## src/rtl/psum_col_accum.sv

```systemverilog
// Column-output accumulator: sums a group of column partial sums into a wide
// saturating accumulator, then rounds, shifts, optionally applies ReLU and
// saturates to an OUT_WIDTH activation presented on a valid/ready output.
module psum_col_accum #(
    parameter int COL_WIDTH = 11,
    parameter int ACC_WIDTH = 32,
    parameter int OUT_WIDTH = 8
) (
    input  logic                   clk,
    input  logic                   reset,
    input  logic                   psum_valid,
    output logic                   psum_ready,
    input  logic [2*COL_WIDTH-1:0] psum_in,
    input  logic                   psum_last,
    input  logic [4:0]             cfg_shift,
    input  logic                   cfg_relu,
    output logic                   out_valid,
    input  logic                   out_ready,
    output logic [OUT_WIDTH-1:0]   out_data,
    output logic                   out_sat,
    output logic [7:0]             out_count
);

    localparam int PW = 2 * COL_WIDTH;

    localparam logic signed [ACC_WIDTH-1:0] ACC_MAX = {1'b0, {(ACC_WIDTH-1){1'b1}}};
    localparam logic signed [ACC_WIDTH-1:0] ACC_MIN = {1'b1, {(ACC_WIDTH-1){1'b0}}};
    localparam logic signed [ACC_WIDTH:0]   OUT_MAX_W = (ACC_WIDTH+1)'(2**(OUT_WIDTH-1) - 1);
    localparam logic signed [ACC_WIDTH:0]   OUT_MIN_W = -(ACC_WIDTH+1)'(2**(OUT_WIDTH-1));

    typedef enum logic {
        EMPTY,
        ACCUM
    } state_t;

    state_t state, state_next;

    logic signed [ACC_WIDTH-1:0] acc;
    logic [7:0]                  count;
    logic                        ovf;
    logic [4:0]                  shift_q;
    logic                        relu_q;

    logic                        accept;
    logic                        first;
    logic [4:0]                  shift_eff;
    logic                        relu_eff;
    logic signed [ACC_WIDTH:0]   sum_wide;
    logic signed [ACC_WIDTH-1:0] sum;
    logic                        acc_hit;
    logic [7:0]                  count_inc;
    logic [ACC_WIDTH:0]          round_add;
    logic signed [ACC_WIDTH:0]   rounded;
    logic signed [ACC_WIDTH:0]   q;
    logic [OUT_WIDTH-1:0]        result;
    logic                        clip;

    assign psum_ready = !out_valid || out_ready;
    assign accept     = psum_valid && psum_ready;
    assign first      = (state == EMPTY);

    // Group state register.
    always_ff @(posedge clk) begin
        if (reset) state <= EMPTY;
        else       state <= state_next;
    end

    // Next group state: a last beat closes the group, any other beat opens/extends it.
    always_comb begin
        state_next = state;
        if (accept) state_next = psum_last ? EMPTY : ACCUM;
    end

    // Datapath: saturating accumulate, then round/shift/ReLU/clip of the closing sum.
    always_comb begin
        shift_eff = first ? cfg_shift : shift_q;
        relu_eff  = first ? cfg_relu  : relu_q;

        sum_wide = {acc[ACC_WIDTH-1], acc}
                 + {{(ACC_WIDTH+1-PW){psum_in[PW-1]}}, psum_in};
        acc_hit  = sum_wide[ACC_WIDTH] != sum_wide[ACC_WIDTH-1];
        if (acc_hit) sum = sum_wide[ACC_WIDTH] ? ACC_MIN : ACC_MAX;
        else         sum = sum_wide[ACC_WIDTH-1:0];

        count_inc = (count == 8'hFF) ? count : count + 8'd1;

        round_add = '0;
        if (shift_eff != 5'd0) round_add = (ACC_WIDTH+1)'(1) << (shift_eff - 5'd1);
        rounded = {sum[ACC_WIDTH-1], sum} + $signed(round_add);
        q       = rounded >>> shift_eff;
        if (relu_eff && q[ACC_WIDTH]) q = '0;

        clip = 1'b0;
        if (q > OUT_MAX_W) begin
            result = OUT_MAX_W[OUT_WIDTH-1:0];
            clip   = 1'b1;
        end else if (q < OUT_MIN_W) begin
            result = OUT_MIN_W[OUT_WIDTH-1:0];
            clip   = 1'b1;
        end else begin
            result = q[OUT_WIDTH-1:0];
        end
    end

    // Accumulator, beat counter, sticky overflow and per-group config latch.
    always_ff @(posedge clk) begin
        if (reset) begin
            acc     <= '0;
            count   <= '0;
            ovf     <= 1'b0;
            shift_q <= '0;
            relu_q  <= 1'b0;
        end else if (accept) begin
            if (first) begin
                shift_q <= cfg_shift;
                relu_q  <= cfg_relu;
            end
            if (psum_last) begin
                acc   <= '0;
                count <= '0;
                ovf   <= 1'b0;
            end else begin
                acc   <= sum;
                count <= count_inc;
                ovf   <= ovf | acc_hit;
            end
        end
    end

    // Output holding register: loads on a last beat, drains on out_ready.
    always_ff @(posedge clk) begin
        if (reset) begin
            out_valid <= 1'b0;
            out_data  <= '0;
            out_sat   <= 1'b0;
            out_count <= '0;
        end else if (accept && psum_last) begin
            out_valid <= 1'b1;
            out_data  <= result;
            out_sat   <= clip | ovf | acc_hit;
            out_count <= count_inc;
        end else if (out_ready) begin
            out_valid <= 1'b0;
        end
    end

endmodule

```

## config.mk

```make
export PLATFORM = sky130hd
export DESIGN_NAME = psum_col_accum
export DESIGN_NICKNAME = d
export VERILOG_FILES = /design/src/rtl/psum_col_accum.sv
export SDC_FILE = /design/constraint.sdc
export NUM_CORES = 1
export LEC_CHECK = 0
export CAP_MARGIN = 20
export CORE_ASPECT_RATIO = 0.7
export CORE_MARGIN = 4
export CORE_UTILIZATION = 55
export CTS_BUF_LIST = sky130_fd_sc_hd__clkbuf_16
export DETAILED_ROUTE_END_ITERATION = 16
export PLACE_DENSITY_LB_ADDON = 0.08
export RECOVER_POWER = 100
export SYNTH_ARGS = -nofsm -noshare
export SYNTH_HDL_FRONTEND = slang
export SYNTH_SLANG_ARGS = --single-unit
```

## constraint.sdc

```tcl
create_clock -name clk -period 11.45 [get_ports clk]
set_input_delay 1.7175 -clock clk [delete_from_list [all_inputs] [get_ports clk]]
set_output_delay 1.7175 -clock clk [all_outputs]
set_load 0.05 [all_outputs]
```

Fig. 1: run 1, the clock network
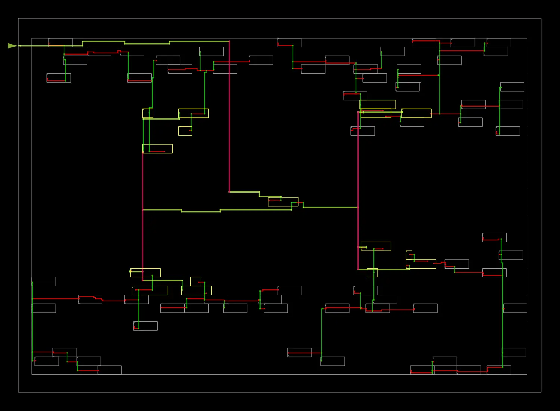
Post-Route Skew: 8.222 ps
Clk power: 309 µW
flop count: 66
clock sink count: 66

Fig. 2: run 1, cell classes on the final placement
Scale bar: 50 µm.
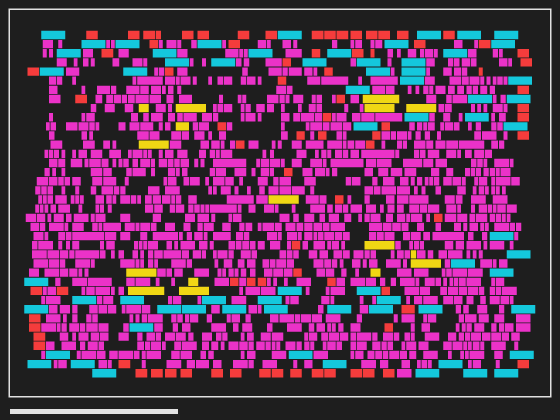
legend:
  sequential cells:
    color: cyan
    cells: 66
    share_of_their_area: 13%
  combinational and other logic:
    color: magenta
    cells: 1100
    share_of_their_area: 76%
  clock drivers and dummy loads:
    color: yellow
    cells: 16
    share_of_their_area: 3.3%
  remaining buffers and delay cells:
    color: red
    cells: 80
    share_of_their_area: 7.3%

==> flow_metrics.tcl, run 1 <==
# implementation run metrics
set metrics [dict create \
    status "finished, violations left" \
    violations "max-capacitance violations, max-slew violations" \
    grt_max_degree 72 \
    synth.cellmix.simpleShare 0.2239 \
    worstSkewPairLatency_ps 350 \
    final_max_slew_viol_count 76 \
    rsz0062_at_grt "false" \
    synth-edff-count 0 \
    path_depth 34 \
    pwr-share-comb 0.692 \
    chipArea_mm2 0.01846 \
    p_switching_uw 954.9 \
    ys_area_mm2 0.008975 \
    numCtsBuffers 9 \
    grt_antenna_before_repair 1 \
    drt-met1-wl_um 13730 \
    worstSetupStartpointType "primary input" \
    timing.rr.end "out_data[5]$_SDFFE_PP0P_" \
    irDropWorstVdd_v 0.00009483 \
    synth.distinct_cells 99 \
    reg2reg_depth 33 \
    async_reset_ff_frac 0 \
    highest_layer "met5" \
    top_area_cell "dfxtp_1" \
    cts_tree "done" \
    yosysMostFrequentCell "nor2_1" \
    maxCapViolCount 2 \
    final_cells 1482 \
    synth_cells 1245 \
    vias 9851 \
    route.detailed.drc 0 \
    powerDensity_mw_per_mm2 185.0 \
    grt_use_total 0.3096 \
    powerComb_mw 1.29 \
    synthTopCellsByCount "175 x nor2_1, 114 x nand2_1, 98 x a21oi_1" \
    grt_overflow 0 \
    cp_top_family "AND-OR/OR-AND gates" \
    portBuffers 51 \
    hp-start "out_count[6]$_SDFFE_PP0P_" \
    die_w_um 160.7 \
    buffers 80 \
    gp_congestion 0.9973 \
    ys_sh_xor 0.05256 \
    inv_count 23 \
    grt_pass1_vias 8807 \
]
Fig. 3: run 1, gate families picked out
Scale bar: 50 µm.
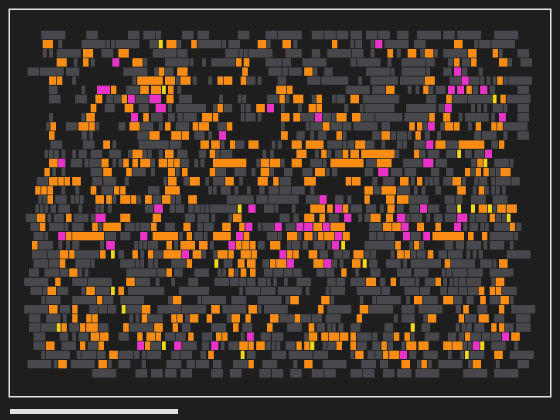
legend:
  and/or cells:
    color: magenta
    cells: 59
    where: spread over the die
  inv cells:
    color: yellow
    cells: 23
    where: spread over the die
  aoi and oai cells:
    color: orange
    cells: 369
    where: spread over the die

Fig. 4: run 1, power grid
Pins as bars on the die edge. Tap cells in gray.
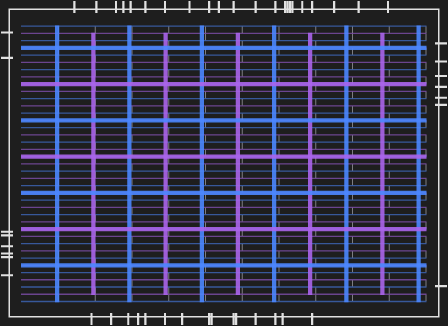
legend:
  VDD:
    color: purple
  VSS:
    color: blue
tap cells: 220
met1 rails: 39
met4 straps: 11

==> run 2, diff against run 1 <==
--- a/config.mk
+++ b/config.mk
@@ -13,6 +13,7 @@
 export DETAILED_ROUTE_END_ITERATION = 16
 export PLACE_DENSITY_LB_ADDON = 0.08
 export RECOVER_POWER = 100
+export SKIP_CTS_REPAIR_TIMING = 1
 export SYNTH_ARGS = -nofsm -noshare
 export SYNTH_HDL_FRONTEND = slang
 export SYNTH_SLANG_ARGS = --single-unit
==> constraint.sdc (replaced) <==
create_clock -name clk -period 13.4 [get_ports clk]
set_input_delay 2.01 -clock clk [delete_from_list [all_inputs] [get_ports clk]]
set_output_delay 2.01 -clock clk [all_outputs]
set_load 0.05 [all_outputs]
Fig. 5: run 2, gate families picked out
Scale bar: 50 µm.
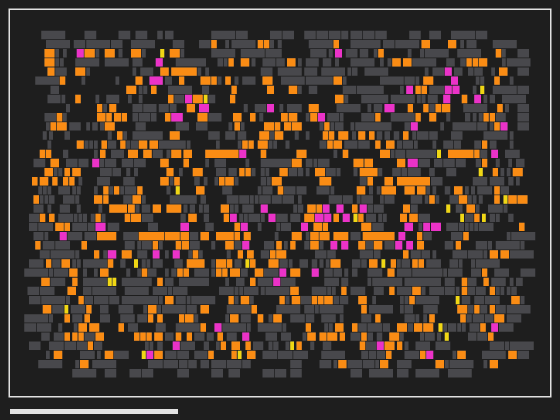
legend:
  and/or cells:
    color: magenta
    cells: 59
  aoi and oai cells:
    color: orange
    cells: 369
    where: spread over the die
  inv cells:
    color: yellow
    cells: 23
    where: spread over the die

Fig. 6: run 2, clock network drawn from the DEF
Scale bar: 50 µm.
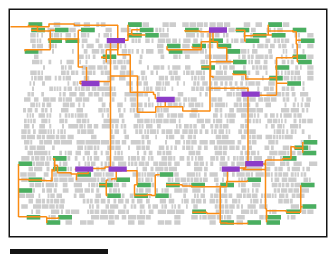
legend:
  flip-flops:
    color: green
    count: 66
  clock wires:
    color: orange
    length: 1190 µm
  clock drivers:
    color: purple
    count: 9
routed clock nets: 10

Fig. 7: run 2, cell classes on the final placement
Scale bar: 50 µm.
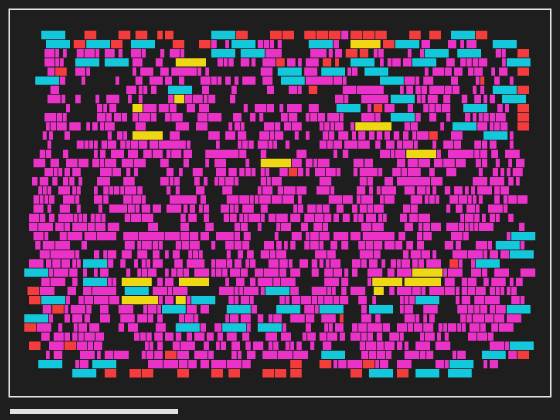
legend:
  combinational and other logic:
    color: magenta
    cells: 1100
    share_of_their_area: 77%
  clock drivers and dummy loads:
    color: yellow
    cells: 16
    share_of_their_area: 3.6%
  sequential cells:
    color: cyan
    cells: 66
    share_of_their_area: 14%
  remaining buffers and delay cells:
    color: red
    cells: 63
    share_of_their_area: 6.1%

==> flow_metrics.tcl, run 2 <==
# implementation run metrics
set metrics [dict create \
    skew_ps 9.514 \
    chipArea_mm2 0.01846 \
    yosysMostFrequentCell "nor2_1" \
    gp_congestion 0.9863 \
    maxCapViolCount 2 \
    synth.distinct_cells 99 \
    path_depth 35 \
    reg2reg_depth 34 \
    inv_count 23 \
    hpwl_um 21750 \
    portBuffers 51 \
    ys_sh_xor 0.05256 \
    async_reset_ff_frac 0 \
    fillers 1469 \
    n_sequential_cell 66 \
    crit_fanout 23 \
    grt_overflow 0 \
    violations "max-capacitance violations, max-slew violations" \
    lay_top_count "nor2_1" \
    timing.rr.end "out_sat$_SDFFE_PP0P_" \
    p_switching_uw 801.3 \
    synth_top_area_share 0.1472 \
    rsz0062_at_grt "false" \
    powerDensity_mw_per_mm2 158.3 \
    status "finished, violations left" \
    route.detailed.drc 0 \
    grt_max_degree 72 \
    grt_use_total 0.3044 \
    hp-start "out_count[6]$_SDFFE_PP0P_" \
    hold_path_class "flip-flop to flip-flop" \
    cp_top_family "AND-OR/OR-AND gates" \
    pwr-share-comb 0.671 \
    top_area_cell "dfxtp_1" \
    worstSetupStartpointType "primary input" \
    highest_layer "met5" \
    drt-met1-wl_um 13860 \
    pg_clk_uw 286 \
    cts.sinks 66 \
    final_max_slew_viol_count 76 \
    grt_antenna_before_repair 1 \
    grt_pass1_vias 8650 \
    ys_seq_share 0.1472 \
    irDropWorstVdd_v 0.00009696 \
    clock_buffers 9 \
    vias 9756 \
    synth_cells 1245 \
    final_cells 1465 \
    buffers 63 \
    worstSkewPairLatency_ps 360 \
]
Power figures rest on the tool's default switching activity, not on a simulated workload.
